**config.mk**
```make
export PLATFORM = sky130hd
export DESIGN_NAME = pcm_pwm_modulator
export DESIGN_NICKNAME = d
export VERILOG_FILES = /design/src/rtl/audio_pkg.sv /design/src/rtl/pcm_sample_fifo.sv /design/src/rtl/pcm_pwm_modulator.sv
export SDC_FILE = /design/constraint.sdc
export NUM_CORES = 1
export LEC_CHECK = 0
export CAP_MARGIN = 20
export CELL_PAD_IN_SITES_DETAIL_PLACEMENT = 0
export CELL_PAD_IN_SITES_GLOBAL_PLACEMENT = 1
export CORE_ASPECT_RATIO = 0.6
export CORE_MARGIN = 2
export CORE_UTILIZATION = 58
export DETAILED_ROUTE_END_ITERATION = 8
export PLACE_DENSITY = 0.87
export SLEW_MARGIN = 15
export SYNTH_ARGS = -nofsm -noshare
export SYNTH_HDL_FRONTEND = slang
export SYNTH_HIERARCHICAL = 1
export SYNTH_SLANG_ARGS = --single-unit
export TNS_END_PERCENT = 1
```
**constraint.sdc**
```tcl
create_clock -name clk_i -period 5.3 [get_ports clk_i]
set_input_delay 0.53 -clock clk_i [delete_from_list [all_inputs] [get_ports clk_i]]
set_output_delay 0.53 -clock clk_i [all_outputs]
set_load 0.005 [all_outputs]
```
**src/rtl/audio_pkg.sv**
```systemverilog
// audio_pkg: shared widths, types, FSM states and PCM-to-duty conversion for the replay output stage
package audio_pkg;
  localparam int PCM_WIDTH = 16;
  localparam int PWM_BITS = 8;
  typedef logic signed [PCM_WIDTH-1:0] pcm_t;
  typedef logic [PWM_BITS-1:0] duty_t;
  localparam duty_t MIDSCALE = duty_t'(1 << (PWM_BITS - 1));
  typedef enum logic {DISABLED, RUN} state_t;
  function automatic duty_t pcm_to_duty(input pcm_t pcm);
    return {~pcm[PCM_WIDTH-1], pcm[PCM_WIDTH-2 -: PWM_BITS-1]};
  endfunction
endpackage

```
**src/rtl/pcm_sample_fifo.sv**
```systemverilog
// pcm_sample_fifo: show-ahead synchronous FIFO with flush (a same-cycle push survives the flush) and occupancy output
module pcm_sample_fifo #(
  parameter int WIDTH = 16,
  parameter int DEPTH = 8
) (
  input  logic                   clk_i,
  input  logic                   rst_n_i,
  input  logic                   flush_i,
  input  logic                   push_i,
  input  logic                   pop_i,
  input  logic [WIDTH-1:0]       data_i,
  output logic [WIDTH-1:0]       data_o,
  output logic                   full_o,
  output logic                   empty_o,
  output logic [$clog2(DEPTH):0] level_o
);
  localparam int AW = $clog2(DEPTH);
  logic [WIDTH-1:0] mem_q [DEPTH];
  logic [AW-1:0] wr_ptr_q, wr_ptr_d, rd_ptr_q, rd_ptr_d, wr_addr;
  logic [AW:0] cnt_q, cnt_d;
  logic push_ok, pop_ok;
  assign full_o = cnt_q == (AW+1)'(DEPTH);
  assign empty_o = cnt_q == '0;
  assign level_o = cnt_q;
  assign data_o = mem_q[rd_ptr_q];
  // Pointer and occupancy update; flush discards old contents but keeps a concurrent push
  always_comb begin
    push_ok = push_i && (flush_i || !full_o);
    pop_ok = pop_i && !empty_o && !flush_i;
    wr_addr = flush_i ? '0 : wr_ptr_q;
    wr_ptr_d = wr_addr + AW'(push_ok);
    rd_ptr_d = flush_i ? '0 : rd_ptr_q + AW'(pop_ok);
    cnt_d = (flush_i ? '0 : cnt_q) + (AW+1)'(push_ok) - (AW+1)'(pop_ok);
  end
  // Sample storage; contents need no reset because occupancy governs validity
  always_ff @(posedge clk_i)
    if (push_ok) mem_q[wr_addr] <= data_i;
  // Pointer and count registers
  always_ff @(posedge clk_i or negedge rst_n_i)
    if (!rst_n_i) begin
      wr_ptr_q <= '0;
      rd_ptr_q <= '0;
      cnt_q <= '0;
    end else begin
      wr_ptr_q <= wr_ptr_d;
      rd_ptr_q <= rd_ptr_d;
      cnt_q <= cnt_d;
    end
endmodule

```
**src/rtl/pcm_pwm_modulator.sv**
```systemverilog
// pcm_pwm_modulator: buffers PCM samples and replays each for a fixed number of glitch-free PWM periods
module pcm_pwm_modulator
  import audio_pkg::*;
#(
  parameter int PERIODS_PER_SAMPLE = 8,
  parameter int FIFO_DEPTH = 8
) (
  input  logic                        clk_i,
  input  logic                        rst_n_i,
  input  logic                        enable_i,
  input  logic [PCM_WIDTH-1:0]        pcm_data_i,
  input  logic                        pcm_valid_i,
  output logic                        pcm_ready_o,
  output logic                        pwm_o,
  output logic                        audio_enable_o,
  output logic                        sample_tick_o,
  output logic                        underrun_o,
  output logic [$clog2(FIFO_DEPTH):0] fifo_level_o
);
  localparam int SW = PERIODS_PER_SAMPLE > 1 ? $clog2(PERIODS_PER_SAMPLE) : 1;
  localparam logic [SW-1:0] SLOT_LAST = SW'(PERIODS_PER_SAMPLE - 1);
  state_t state_q, state_d;
  duty_t pwm_cnt_q, pwm_cnt_d, duty_q, duty_d, load_duty, cmp_duty;
  logic [SW-1:0] slot_cnt_q, slot_cnt_d;
  logic first_q, first_d, pwm_q, pwm_d, aen_q, aen_d, tick_q, tick_d, und_q, und_d;
  logic run, load, full, empty;
  logic [PCM_WIDTH-1:0] head;
  assign pcm_ready_o = enable_i && !full;
  assign pwm_o = pwm_q;
  assign audio_enable_o = aen_q;
  assign sample_tick_o = tick_q;
  assign underrun_o = und_q;
  pcm_sample_fifo #(.WIDTH(PCM_WIDTH), .DEPTH(FIFO_DEPTH)) u_fifo (
    .clk_i(clk_i),
    .rst_n_i(rst_n_i),
    .flush_i(!run),
    .push_i(pcm_valid_i && pcm_ready_o),
    .pop_i(load),
    .data_i(pcm_data_i),
    .data_o(head),
    .full_o(full),
    .empty_o(empty),
    .level_o(fifo_level_o)
  );
  // Load detection, counters and next values of every registered output
  always_comb begin
    run = state_q == RUN;
    load = run && (first_q || (pwm_cnt_q == '1 && slot_cnt_q == SLOT_LAST));
    load_duty = empty ? MIDSCALE : pcm_to_duty(pcm_t'(head));
    cmp_duty = first_q ? load_duty : duty_q;
    state_d = enable_i ? RUN : DISABLED;
    pwm_cnt_d = run ? pwm_cnt_q + 1'b1 : '0;
    slot_cnt_d = !run ? '0 : pwm_cnt_q != '1 ? slot_cnt_q : slot_cnt_q == SLOT_LAST ? '0 : slot_cnt_q + 1'b1;
    duty_d = !run ? MIDSCALE : load ? load_duty : duty_q;
    first_d = !run;
    pwm_d = run && pwm_cnt_q < cmp_duty;
    aen_d = run;
    tick_d = load;
    und_d = load && empty && !first_q;
  end
  // FSM state, counters, held duty and registered outputs
  always_ff @(posedge clk_i or negedge rst_n_i)
    if (!rst_n_i) begin
      state_q <= DISABLED;
      pwm_cnt_q <= '0;
      slot_cnt_q <= '0;
      duty_q <= MIDSCALE;
      first_q <= 1'b1;
      pwm_q <= 1'b0;
      aen_q <= 1'b0;
      tick_q <= 1'b0;
      und_q <= 1'b0;
    end else begin
      state_q <= state_d;
      pwm_cnt_q <= pwm_cnt_d;
      slot_cnt_q <= slot_cnt_d;
      duty_q <= duty_d;
      first_q <= first_d;
      pwm_q <= pwm_d;
      aen_q <= aen_d;
      tick_q <= tick_d;
      und_q <= und_d;
    end
endmodule

```
Run 1, pin map:
The bar under the picture is 20 µm long. Pins as bars across the die edge, other pins in grey.
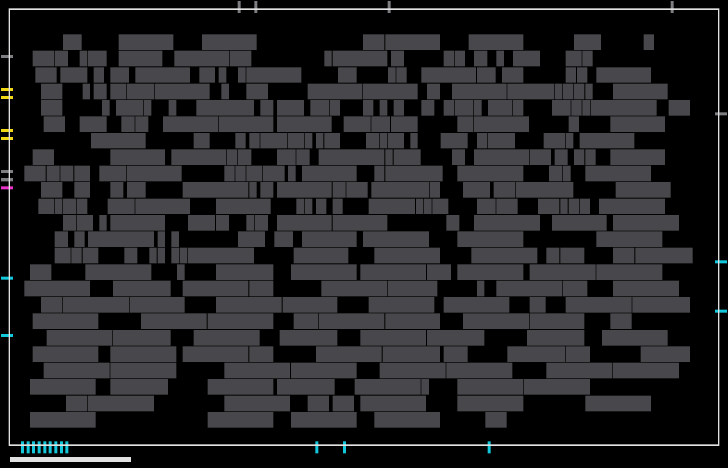
legend:
  magenta:
    port: pcm_valid_i
    pins: 1
    direction: input
    edge: west
  yellow:
    port: fifo_level_o
    pins: 4
    direction: output
    edge: west
  cyan:
    port: pcm_data_i
    pins: 16
    direction: input
    edge: 12 south, 2 west, 2 east
all pins by edge: 12 south, 10 west, 4 north, 3 east

Run 1, wiring heat map:
The bar under the picture is 20 µm long. The die is cut into 23 by 14 equal tiles; dark blue is low, red is high, scaled to the fullest tile. Values are wire area over tile area, all layers added.
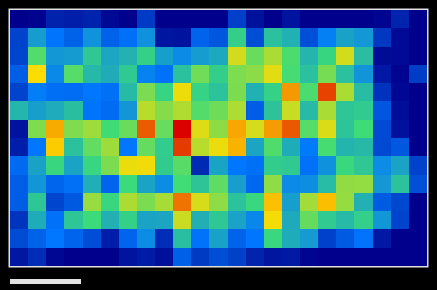
nearly empty tiles: 12%
fullest tile: 0.44
tiles over half the peak: 25%
densest ninth of the die: centre
mean over tiles: 0.15

Run 1, the clock network:
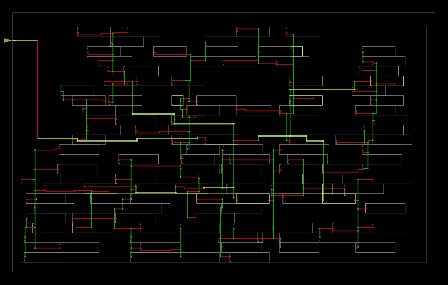
total number of sequential cells: 99
skew final: 0.00648 ns
clock net sink count: 99
Latency at later pin: 0.34 ns

Run 1, sequential cells grouped by signal name:
The bar under the picture is 20 µm long.
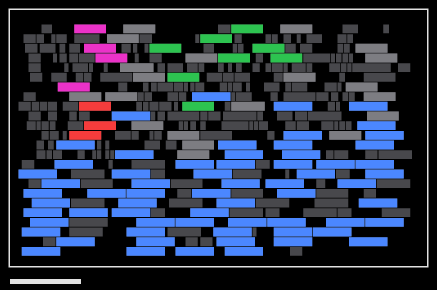
legend:
  red:
    signal: u_fifo/wr_ptr_q
    placed_flops: 3
  green:
    signal: pwm_cnt_q
    placed_flops: 8
    where: north
  blue:
    signal: u_fifo/mem_q
    placed_flops: 64
  magenta:
    signal: u_fifo/level_o
    placed_flops: 4
    where: north-west
not coloured: 20
power consumed by sequential cells: 924 µW
sequential fraction of total cell area: 55.5%
fraction of the core area covered by cells at the end of the flow: 68.5%
Sequential Area: 2800 µm²

==> summary.txt, run 1 <==
This memo summarizes the results of the implementation run.

Setup path
Max fanout on the critical path was recorded as 17.

Cells and area
The post-route netlist has 11.9% of its cells at a drive strength greater than 1. The count of multi-input combinational gates is 171. The logic share of the area is 30.5%. After layout, the buffer instance count without clock buffers stands at 24. The share of final layout cell area taken by non-clock buffers is 4.47%.

Placement
Per the detailed placement report, the placed cell area equals 4720 µm².

Global routing
The first-pass GRT wire length is 12900 µm. The busiest layer in global routing is met1. The via count of the first global-routing pass came to 2491. The number of antenna violations at the first check in global routing was 0.

Power
The script extracted a net switching power of 472 µW. The ratio of total power to cell area is 381 nW/µm².

Status
The flow ran to the end, and the final reports show no timing, DRC or antenna violations.

STA
The worst path needs 3.17 ns of the cycle, external delays included. The transition time at the pin with the least slew margin is 0.927 ns. The final hold slack is 0.264 ns. The final count of pins violating max slew is 0.

Clock network
CTS added clock buffers totalling 9. The maximum clock insertion buffer count is 2.

Logic synthesis
The net count of the mapped netlist is 331.

Floorplanning
The horizontal die dimension reported for this design is 117 µm.
-- run 1: worst paths after layout --
kind | start | end | cells after the start
worst min-delay path | rst_n_i | slot_cnt_q[0]$_DFFE_PN0P_ | 1
max in group asynchronous | rst_n_i | u_fifo/rd_ptr_q[0]$_DFF_PN0_ | 1
worst min register to register | pwm_cnt_q[0]$_DFF_PN0_ | pwm_cnt_q[0]$_DFF_PN0_ | 1
worst max register to register | u_fifo/rd_ptr_q[0]$_DFF_PN0_ | pwm_o$_DFF_PN0_ | 8
worst max-delay path | u_fifo/rd_ptr_q[0]$_DFF_PN0_ | pwm_o$_DFF_PN0_ | 8
min in group clk_i | pwm_cnt_q[0]$_DFF_PN0_ | pwm_cnt_q[0]$_DFF_PN0_ | 1
-- run 1: sequential cells by signal, indices dropped and copies added (netlist names), 3 cells and up --
register	count
u_fifo/wr_ptr_q	3
duty_q	8
pwm_cnt_q	8
slot_cnt_q	3
u_fifo/mem_q	64
u_fifo/level_o	4
u_fifo/rd_ptr_q	3
-- run 1: layout by cell type, fill, tap and decap left out, types with 7 or more instances in the layout --
cell	count
a21oi_1	7
clkbuf_16	9
clkdlybuf4s50_1	19
dfrtp_1	33
edfxtp_1	64
ha_1	18
inv_1	7
mux2_2	8
mux2i_1	7
mux4_1	14
nand2_1	14
nand3_1	11
nor2_1	18
nor2b_1	11
-- run 1: power groups by stage --
stage	Clock (mW)	Sequential, mW	Combinational (mW)
floorplan	0	0.919	0.210
global placement	0	0.937	0.298
detailed placement	0	0.938	0.310
CTS	0.698	0.924	0.312
global route	0.731	0.932	0.347
finish	0.687	0.924	0.309
-- run 1: routing by layer --
layer	vias up	wire (µm)
met2	72	3530
met5	-	0
met1	1190	3760
met3	2	576
li1	1139	-
met4	0	27
==> inputs of run 2 (changes only) <==
CORE_UTILIZATION = 49   (was 58)
PLACE_DENSITY = 0.79   (was 0.87)
clock period = 2.8 ns   (was 5.3 ns; I/O delays follow)
Run 2, pin map:
The bar under the picture is 50 µm long. Pins as bars across the die edge, other pins in grey.
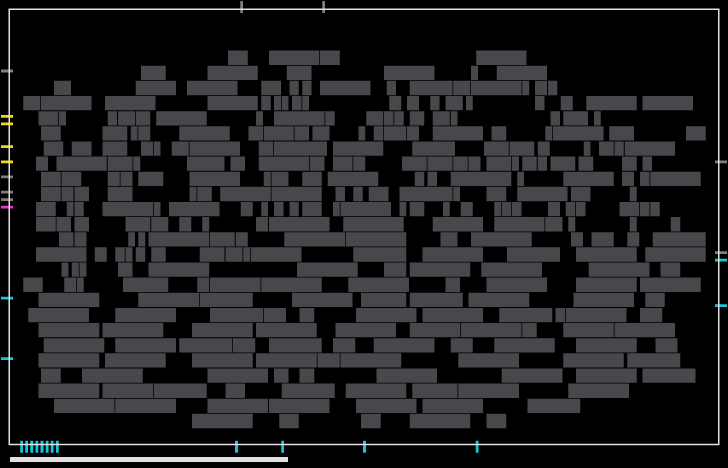
legend:
  cyan:
    port: pcm_data_i
    pins: 16
    direction: input
    edge: 12 south, 2 east, 2 west
  magenta:
    port: pcm_valid_i
    pins: 1
    direction: input
    edge: west
  yellow:
    port: fifo_level_o
    pins: 4
    direction: output
    edge: west
all pins by edge: 12 south, 11 west, 4 east, 2 north
count of port buffers added during placement: 20
Die Y-Extent: 77.9 µm
die width: 127 µm

==> run 2 against run 1 <==
Power is 93% higher; clock skew is 0.0016 ns higher; highest routed layer unchanged; non-clock buffer count is 11 higher; clock-buffer cell count is 1 lower; sequential cell count stayed put; final cell count is 4.5% higher.
==> summary.txt, run 2 <==
This memo summarizes the results of the implementation run.

Cells and area
The fraction of layout instances using a drive strength above 1 is 17.0% (+5.1 points). The largest registers in the layout are u_fifo/mem_q: 64 flops, duty_q: 8 flops, pwm_cnt_q: 8 flops. The fraction of the core area covered by cells at the end of the flow is 59.4% (-9.1 points). The most frequent standard cell in the layout excluding fill and tap cells is edfxtp_1. Ranked by flip-flop count, first place goes to u_fifo/mem_q.

Per the cell usage report, the commonest logic cells after layout are edfxtp_1 (64), dfrtp_1 (32), clkdlybuf4s50_1 (19), nor2_1 (18), ha_1 (17).

Logic synthesis
The net count of the mapped netlist is 331 (unchanged).

Power
The largest part of the power goes to sequential cells. The clock network power is 1.33 mW (+94%). The power in sequential cells is 1.73 mW (+87%). The power drawn by the combinational cells came to 643 µW (+110%). The ratio of total power to cell area is 719 nW/µm² (+89%).

The net switching component of the power was 943 µW (+100%).

Setup path
The maximum fanout count along the critical path was 5 (-12).

Global routing
The via count of the first global-routing pass is 2620 (+5.2%). The number of antenna violations at the first check in global routing is 0 (unchanged).

STA
The time the final worst path needs with I/O delays and setup came to 2.73 ns (-0.435 ns). The final count of pins violating max slew is 0 (unchanged).

Clock network
The maximum clock insertion buffer count is 2 (unchanged). The clock net sink count is 99 (unchanged).

Status
The run finished with clean final reports.
[run 2: metrics by stage]
stage / std cells / hold slack [ns] / total power, mW / instance area, µm²
final: 441 / 0.0226 / 3.71 / 5160
after global routing: 441 / 0.0708 / 3.88 / 5160
after CTS: 439 / 0.0555 / 3.72 / 5130
after detailed placement: 423 / 0.427 / 2.39 / 4810
after global placement: 423 / 0.422 / 2.37 / 4810
after floorplan: 292 / -0.0156 / 2.14 / 4470
[run 2: layout make-up]
class	count	area [µm²]	area share [%]
Sequential cell	99	2800	54.3
Multi-Input combinational cell	171	1560	30.1
Timing Repair Buffer	35	312	6.03
Clock buffer	9	225	4.36
Tap cell	112	140	2.71
Clock inverter	7	98.8	1.91
Inverter	8	30.0	0.582
[run 2: what timing repair did]
item / CTS / global route
setup endpoints to repair: 0 / 4
buffers inserted: 0 / 2
resized: 0 / 6
[run 2: final timing paths]
| kind | startpoint | endpoint | slack (ns) | cells past startpoint |
|---|---|---|---|---|
| min in group clk_i | enable_i | aen_d$_DFF_PN0_ | 0.44 | 1 |
| max | u_fifo/rd_ptr_q[0]$_DFF_PN0_ | pwm_o$_DFF_PN0_ | 0.07 | 9 |
| max in group asynchronous | rst_n_i | u_fifo/rd_ptr_q[0]$_DFF_PN0_ | 2.19 | 1 |
| max reg2reg | u_fifo/rd_ptr_q[0]$_DFF_PN0_ | pwm_o$_DFF_PN0_ | 0.07 | 9 |
| min reg2reg | pwm_cnt_q[0]$_DFF_PN0_ | pwm_cnt_q[0]$_DFF_PN0_ | 0.49 | 1 |
| min | rst_n_i | duty_q[1]$_DFFE_PN0P_ | 0.02 | 1 |
[run 2: layer usage]
metal	share of wire, %	track usage [%]
met5	0	0
met4	0.78	4.62
met3	4.2	5.86
met2	44	27.6
met1	51	29.1
Power and IR drop assume default switching activity.
